**Run 1: placed standard cells**

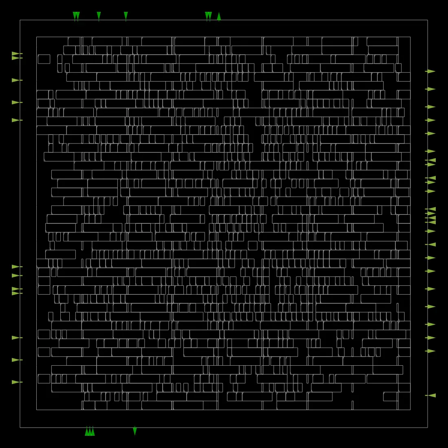
**Run 1: drive-strength map**

Scale: 3 px per um.
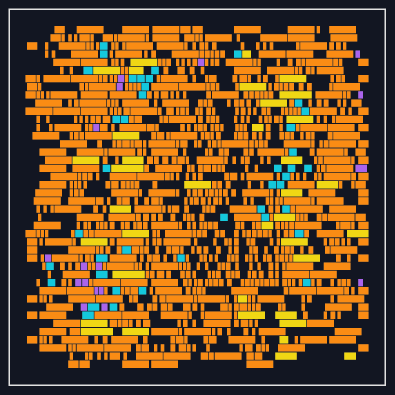
**Run 1: register map, names as in the netlist**

Scale: 3 px per um. Other sequential cells in the stronger grey, the rest of the logic in the fainter grey.
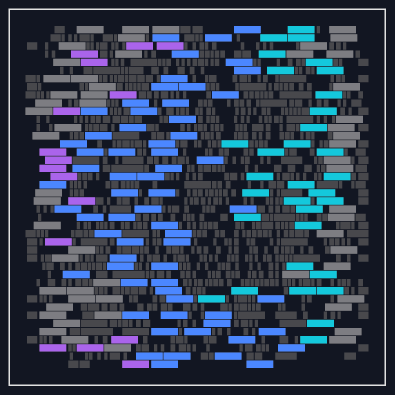
<file path="src/rtl/dual_port_ram_responder.sv">
// dual_port_ram_responder: true dual-port RAM with fixed read/write latency pipelines per port.
// Reads sample the array at acceptance; writes commit WRITE_LATENCY-1 edges later, port A winning same-edge collisions.
module dual_port_ram_responder #(
   parameter int DATA_WIDTH    = 8,
   parameter int ADDR_WIDTH    = 3,
   parameter int READ_LATENCY  = 3,
   parameter int WRITE_LATENCY = 3
) (
   input  logic                  clk,
   input  logic                  rst_n,
   input  logic                  a_req,
   input  logic                  a_wr,
   input  logic [ADDR_WIDTH-1:0] a_addr,
   input  logic [DATA_WIDTH-1:0] a_wdata,
   output logic [DATA_WIDTH-1:0] a_rdata,
   output logic                  a_rd_valid,
   output logic                  a_wr_done,
   input  logic                  b_req,
   input  logic                  b_wr,
   input  logic [ADDR_WIDTH-1:0] b_addr,
   input  logic [DATA_WIDTH-1:0] b_wdata,
   output logic [DATA_WIDTH-1:0] b_rdata,
   output logic                  b_rd_valid,
   output logic                  b_wr_done
);
   localparam int DEPTH = 2 ** ADDR_WIDTH;
   localparam int WS    = (WRITE_LATENCY > 1) ? WRITE_LATENCY - 1 : 1;
   logic [1:0]            req, wr;
   logic [ADDR_WIDTH-1:0] addr [2];
   logic [DATA_WIDTH-1:0] wdata [2];
   logic [DATA_WIDTH-1:0] mem_q [DEPTH];
   logic                  rv_q [2][READ_LATENCY];
   logic [DATA_WIDTH-1:0] rd_q [2][READ_LATENCY];
   logic                  wv_q [2][WS];
   logic [ADDR_WIDTH-1:0] wa_q [2][WS];
   logic [DATA_WIDTH-1:0] wd_q [2][WS];
   logic [1:0]            wr_done_q;
   logic [1:0]            commit_v;
   logic [ADDR_WIDTH-1:0] commit_a [2];
   logic [DATA_WIDTH-1:0] commit_d [2];
   assign req   = {b_req, a_req};
   assign wr    = {b_wr, a_wr};
   assign addr  = '{a_addr, b_addr};
   assign wdata = '{a_wdata, b_wdata};
   // With a single-cycle write latency the commit happens at the acceptance edge itself.
   for (genvar p = 0; p < 2; p++) begin : g_commit
      assign commit_v[p] = (WRITE_LATENCY == 1) ? req[p] & wr[p] : wv_q[p][WS-1];
      assign commit_a[p] = (WRITE_LATENCY == 1) ? addr[p] : wa_q[p][WS-1];
      assign commit_d[p] = (WRITE_LATENCY == 1) ? wdata[p] : wd_q[p][WS-1];
   end
   always_ff @(posedge clk or negedge rst_n) begin
      if (!rst_n) begin
         for (int i = 0; i < DEPTH; i++) mem_q[i] <= '0;
         for (int p = 0; p < 2; p++) begin
            for (int k = 0; k < READ_LATENCY; k++) begin
               rv_q[p][k] <= 1'b0;
               rd_q[p][k] <= '0;
            end
            for (int k = 0; k < WS; k++) begin
               wv_q[p][k] <= 1'b0;
               wa_q[p][k] <= '0;
               wd_q[p][k] <= '0;
            end
         end
         wr_done_q <= '0;
      end else begin
         for (int p = 0; p < 2; p++) begin
            rv_q[p][0] <= req[p] & ~wr[p];
            if (req[p] & ~wr[p]) rd_q[p][0] <= mem_q[addr[p]];
            for (int k = 1; k < READ_LATENCY; k++) begin
               rv_q[p][k] <= rv_q[p][k-1];
               if (rv_q[p][k-1]) rd_q[p][k] <= rd_q[p][k-1];
            end
            wv_q[p][0] <= req[p] & wr[p];
            if (req[p] & wr[p]) begin
               wa_q[p][0] <= addr[p];
               wd_q[p][0] <= wdata[p];
            end
            for (int k = 1; k < WS; k++) begin
               wv_q[p][k] <= wv_q[p][k-1];
               wa_q[p][k] <= wa_q[p][k-1];
               wd_q[p][k] <= wd_q[p][k-1];
            end
         end
         // Port A is written last so it wins a same-address collision.
         if (commit_v[1]) mem_q[commit_a[1]] <= commit_d[1];
         if (commit_v[0]) mem_q[commit_a[0]] <= commit_d[0];
         wr_done_q <= commit_v;
      end
   end
   assign a_rdata    = rd_q[0][READ_LATENCY-1];
   assign a_rd_valid = rv_q[0][READ_LATENCY-1];
   assign b_rdata    = rd_q[1][READ_LATENCY-1];
   assign b_rd_valid = rv_q[1][READ_LATENCY-1];
   assign a_wr_done  = wr_done_q[0];
   assign b_wr_done  = wr_done_q[1];
endmodule

</file>
<file path="config.mk">
export PLATFORM = sky130hd
export DESIGN_NAME = dual_port_ram_responder
export DESIGN_NICKNAME = d
export VERILOG_FILES = /design/src/rtl/dual_port_ram_responder.sv
export SDC_FILE = /design/constraint.sdc
export NUM_CORES = 1
export LEC_CHECK = 0
export ABC_AREA = 1
export CAP_MARGIN = 20
export CORE_MARGIN = 5
export CORE_UTILIZATION = 60
export CTS_CLUSTER_DIAMETER = 30
export DETAILED_ROUTE_END_ITERATION = 12
export PLACE_DENSITY = 0.79
export SLEW_MARGIN = 5
export SYNTH_ARGS = -nofsm -noshare
export SYNTH_HDL_FRONTEND = slang
export SYNTH_SLANG_ARGS = --single-unit
export TNS_END_PERCENT = 20
</file>
<file path="constraint.sdc">
create_clock -name clk -period 1.5 [get_ports clk]
set_input_delay 0.375 -clock clk [delete_from_list [all_inputs] [get_ports clk]]
set_output_delay 0.375 -clock clk [all_outputs]
set_load 0.02 [all_outputs]
</file>
==> impl_metrics.toml, run 1 <==
# synthesis and place-and-route metrics
[run_status]
status = "finished clean"

[global_route]
grt.met3_usage_pct = 5.27
met2_usage_pct = 44.3
grt_start_max_net_pins = 38
grt_pass1_wl_um = 34800

[layout]
syn_to_final_growth_pct = 17.4
clock_area_share_pct = 7.00
fin_nets = 1052
regArea_um2 = 4200
final_cell_mix = "nand2_1, dfrtp_1, nand3_1"
fin_util_pct = 71.1
largest_reg_flops = 64
seq_cells = 168

[sta]
min_period_ns = 1.49
rsz0062_at_grt = "true"
slew_violations = 0
holdWs_ns = 0.353
setup-violations-final = 0
finalCritPeriodShare_pct = 99.1
worst_slack_ns = 0.0139
finalHoldViolCount = 0

[power_and_ir_drop]
power_combinational_mw = 4.13
pwr-share-comb_pct = 27.1
seq_power_share_pct = 41.6
ir_worst_vdd_mv = 1.14

[cts]
clock_path_buffers = 2
numCtsBuffers = 17
tritoncts = "done"
ctsRootBufferMaster = "clkbuf_16"
h-tree-depth = 4
cts_setup_buffers = 0

[synth]
synth_seq_share_pct = 53.1
syn_area_um2 = 7920
simple_gate_share_pct = 24.7
ys_warn_count = 0
ys_cells = 985
synthCells = 985

[drt]
vias_per_cell = 5.69
drc_errors = 0
wl_met1_um = 8720

[placed_design]
post-place-ws_ns = -0.169

[setup_path]
crit_path_end_kind = "flip-flop"
cp_top_family = "simple AND/OR/NAND/NOR gates"
crit_buf_inv = 1
crit_required_ns = 1.78
cp_slowest_stage_delay_ns = 0.40
crit_fanout = 16
critPathKind = "flip-flop to flip-flop"

[floorplan]
die_y_um = 125
io_pins = 48
tapCellCount = 176
die_w_um = 125

[worst_hold_path]
hold_depth = 0
## Picture notes: 'placed standard cells'
post-route insts no fill: 1213
CORE AREA: 13100 um^2
Seq area share: 45.2%

## Picture notes: 'drive-strength map'
size	colour	cells
drive 1 or less	orange	942
drive 2	purple	17
drive 6 and up	yellow	37
drive 3 to 4	cyan	41

## Picture notes: 'register map, names as in the netlist'
name in the netlist	colour	placed flops
`commit_d`	purple	16
`mem_q`	blue	64
`rd_q`	cyan	32
not coloured	56

run 1: Yosys cell counts:
cell      number
buf_2         18
nand2_2        8
nand3_1      112
buf_6          5
nor2_2         3
nor2_1        23
o211ai_1      40
o21ai_1        8
nand2_1      314
dfrtp_1      168
nand2_4        1
inv_1        104
nor3_1         8
clkinv_1       6
nor2_4         1
clkinv_2       1
clkbuf_1      26
o22ai_1        8
buf_4         20
inv_2          1
o21ai_0       78
a21oi_1       32
run 1: kinds of logic (layout without fill, tap and decap cells):
kind of cell | count (synthesis) | in the layout
AOI/OAI and AO/OA | 166 | 166
buffers and inverters | 181 | 233
DFF | 168 | 168
and+or+nand+nor | 470 | 470
run 1: timing repair:
action	in CTS	in global routing
endpoints found under the hold margin	25	0
hold buffers	1	0
endpoints found under the setup margin	21	30
gates resized	39	9
**Run 1: cell classes on the final placement**

Scale: 4 px per um.
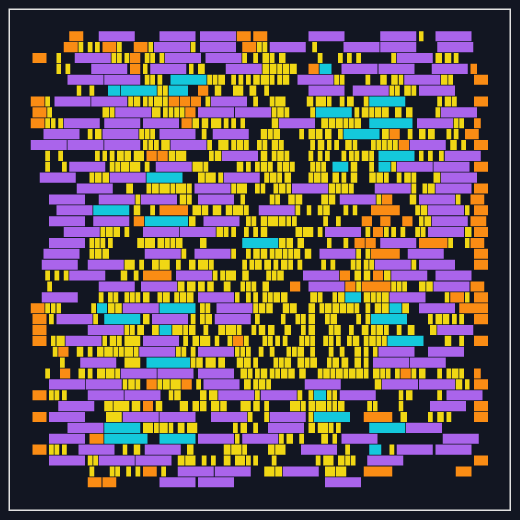

==> run 2: changes to the inputs <==
- ABC_AREA: 1 -> default
- CORE_UTILIZATION: 60 -> 59
- PLACE_DENSITY: 0.79 -> 0.78
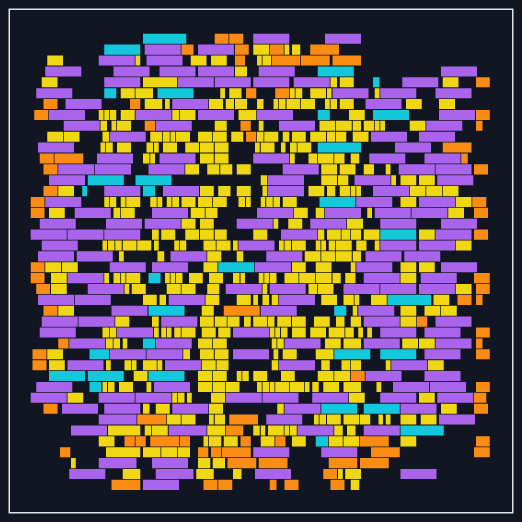
**Above:** run 2 (cell classes on the final placement).
Scale: 4 px per um.
class	colour	cells
flops	purple	168
all other logic	yellow	406
clock drivers and dummy loads	cyan	32
other buffers and delay cells	orange	82

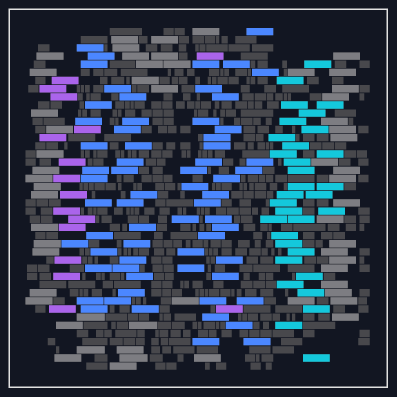
**Above:** run 2 (register map, names as in the netlist).
Scale: 3 px per um. Other sequential cells in the stronger grey, the rest of the logic in the fainter grey.
name in the netlist	colour	placed flops
`rd_q`	cyan	32
`commit_d`	purple	16
`mem_q`	blue	64

==> impl_metrics.toml, run 2 <==
# synthesis and place-and-route metrics
[run_status]
status = "finished clean"

[layout]
largest_reg_flops = 64
final-nonclk-buf-share_pct = 10.2
sh_seq_area_pct = 45.6
reg_top3 = "mem_q (64), rd_q (32)"
syn_to_final_growth_pct = 17.1
fin_util_pct = 70.2
regArea_um2 = 4210
logic_area_um2 = 3200
final_cell_mix = "dfrtp_1, mux2i_1, mux2_2"
fin_nets = 703
comb_area_share_pct = 34.7
final_area_um2 = 9220
nNonClkInverters = 4
stdcell_count = 864
seq_cells = 168
clock_area_share_pct = 6.92
final_common_cell = "dfrtp_1"

[sta]
finalCritPeriodShare_pct = 98.6
slew_violations = 0
setup-violations-final = 0
min_period_ns = 1.48
holdWs_ns = 0.346
finalHoldViolCount = 0
rsz0062_at_grt = "false"
worst_slack_ns = 0.0211

[setup_path]
critPathKind = "input pin to flip-flop"
crit_required_ns = 1.82
crit_arrival_ns = 1.80
worstRegToRegCells = 4
crit_path_end_kind = "flip-flop"
crit_fanout = 8

[cts]
numCtsBuffers = 17
cts_setup_buffers = 0
hold_buffers = 1
tritoncts = "done"
ctsRootBufferMaster = "clkbuf_16"
h-tree-depth = 4
clock_path_buffers = 2

[worst_hold_path]
hold_depth = 0

[floorplan]
tapCellCount = 176
num_rows = 42
io_pins = 48
die_y_um = 126
core_um2 = 13100
die_w_um = 126

[drt]
wl_met1_um = 6900
vias_per_cell = 5.74
top_layer = "met4"

[synth]
yosysMostFrequentCell = "dfrtp_1"
async_reset_ff_share_pct = 100
synth_seq_share_pct = 53.4
synthTopCellsByCount = "dfrtp_1, mux2i_1, mux2_2, nand2_1, nor2_1"
enable_flop_cells = 0
ys_cells = 647
ys_warn_count = 0
simple_gate_share_pct = 7.07
synthCells = 647
syn-mean-instance-area_um2 = 12.2
ys.flop_type = "dfrtp_1"

[global_route]
grt_start_max_net_pins = 42
grt_pass1_wl_um = 26700

[power_and_ir_drop]
leakage_nw = 4.18
ir_worst_vdd_mv = 1.45

[placed_design]
post-place-ws_ns = -0.418

[run]
maxCapViolations = 0
-- run 2: cell types whose count changed in the layout (fill, tap and decap cells not counted), moves of 40 or more --
cell,before,now
nand3_1,112,0
o21ai_0,78,8
mux2_2,0,86
mux2i_1,0,95
o211ai_1,40,0
inv_1,104,4
nand2_1,312,52
-- run 2: worst max-delay path, stage by stage --
cell	delay (ns)
clkdlybuf4s50_1	0.56
and2b_1	0.32
a22o_1	0.28
o31ai_1	0.26
-- run 2: power breakdown --
group          internal (mW)  switching, mW  total, mW  leakage (nW)
combinational           2.11           1.67       3.78          1.84
sequential              6.09           1.35       7.44          2.02
clock                   2.85           1.78       4.63         0.312
-- run 2: layer usage --
layer  up-vias  GRT usage, %
li1       2346             -
met2       122          35.3
met4         0          8.35
met5         -             0
met3        27          4.31
met1      2466          27.6
No activity file was given, so power comes from the tool's default toggle rates.
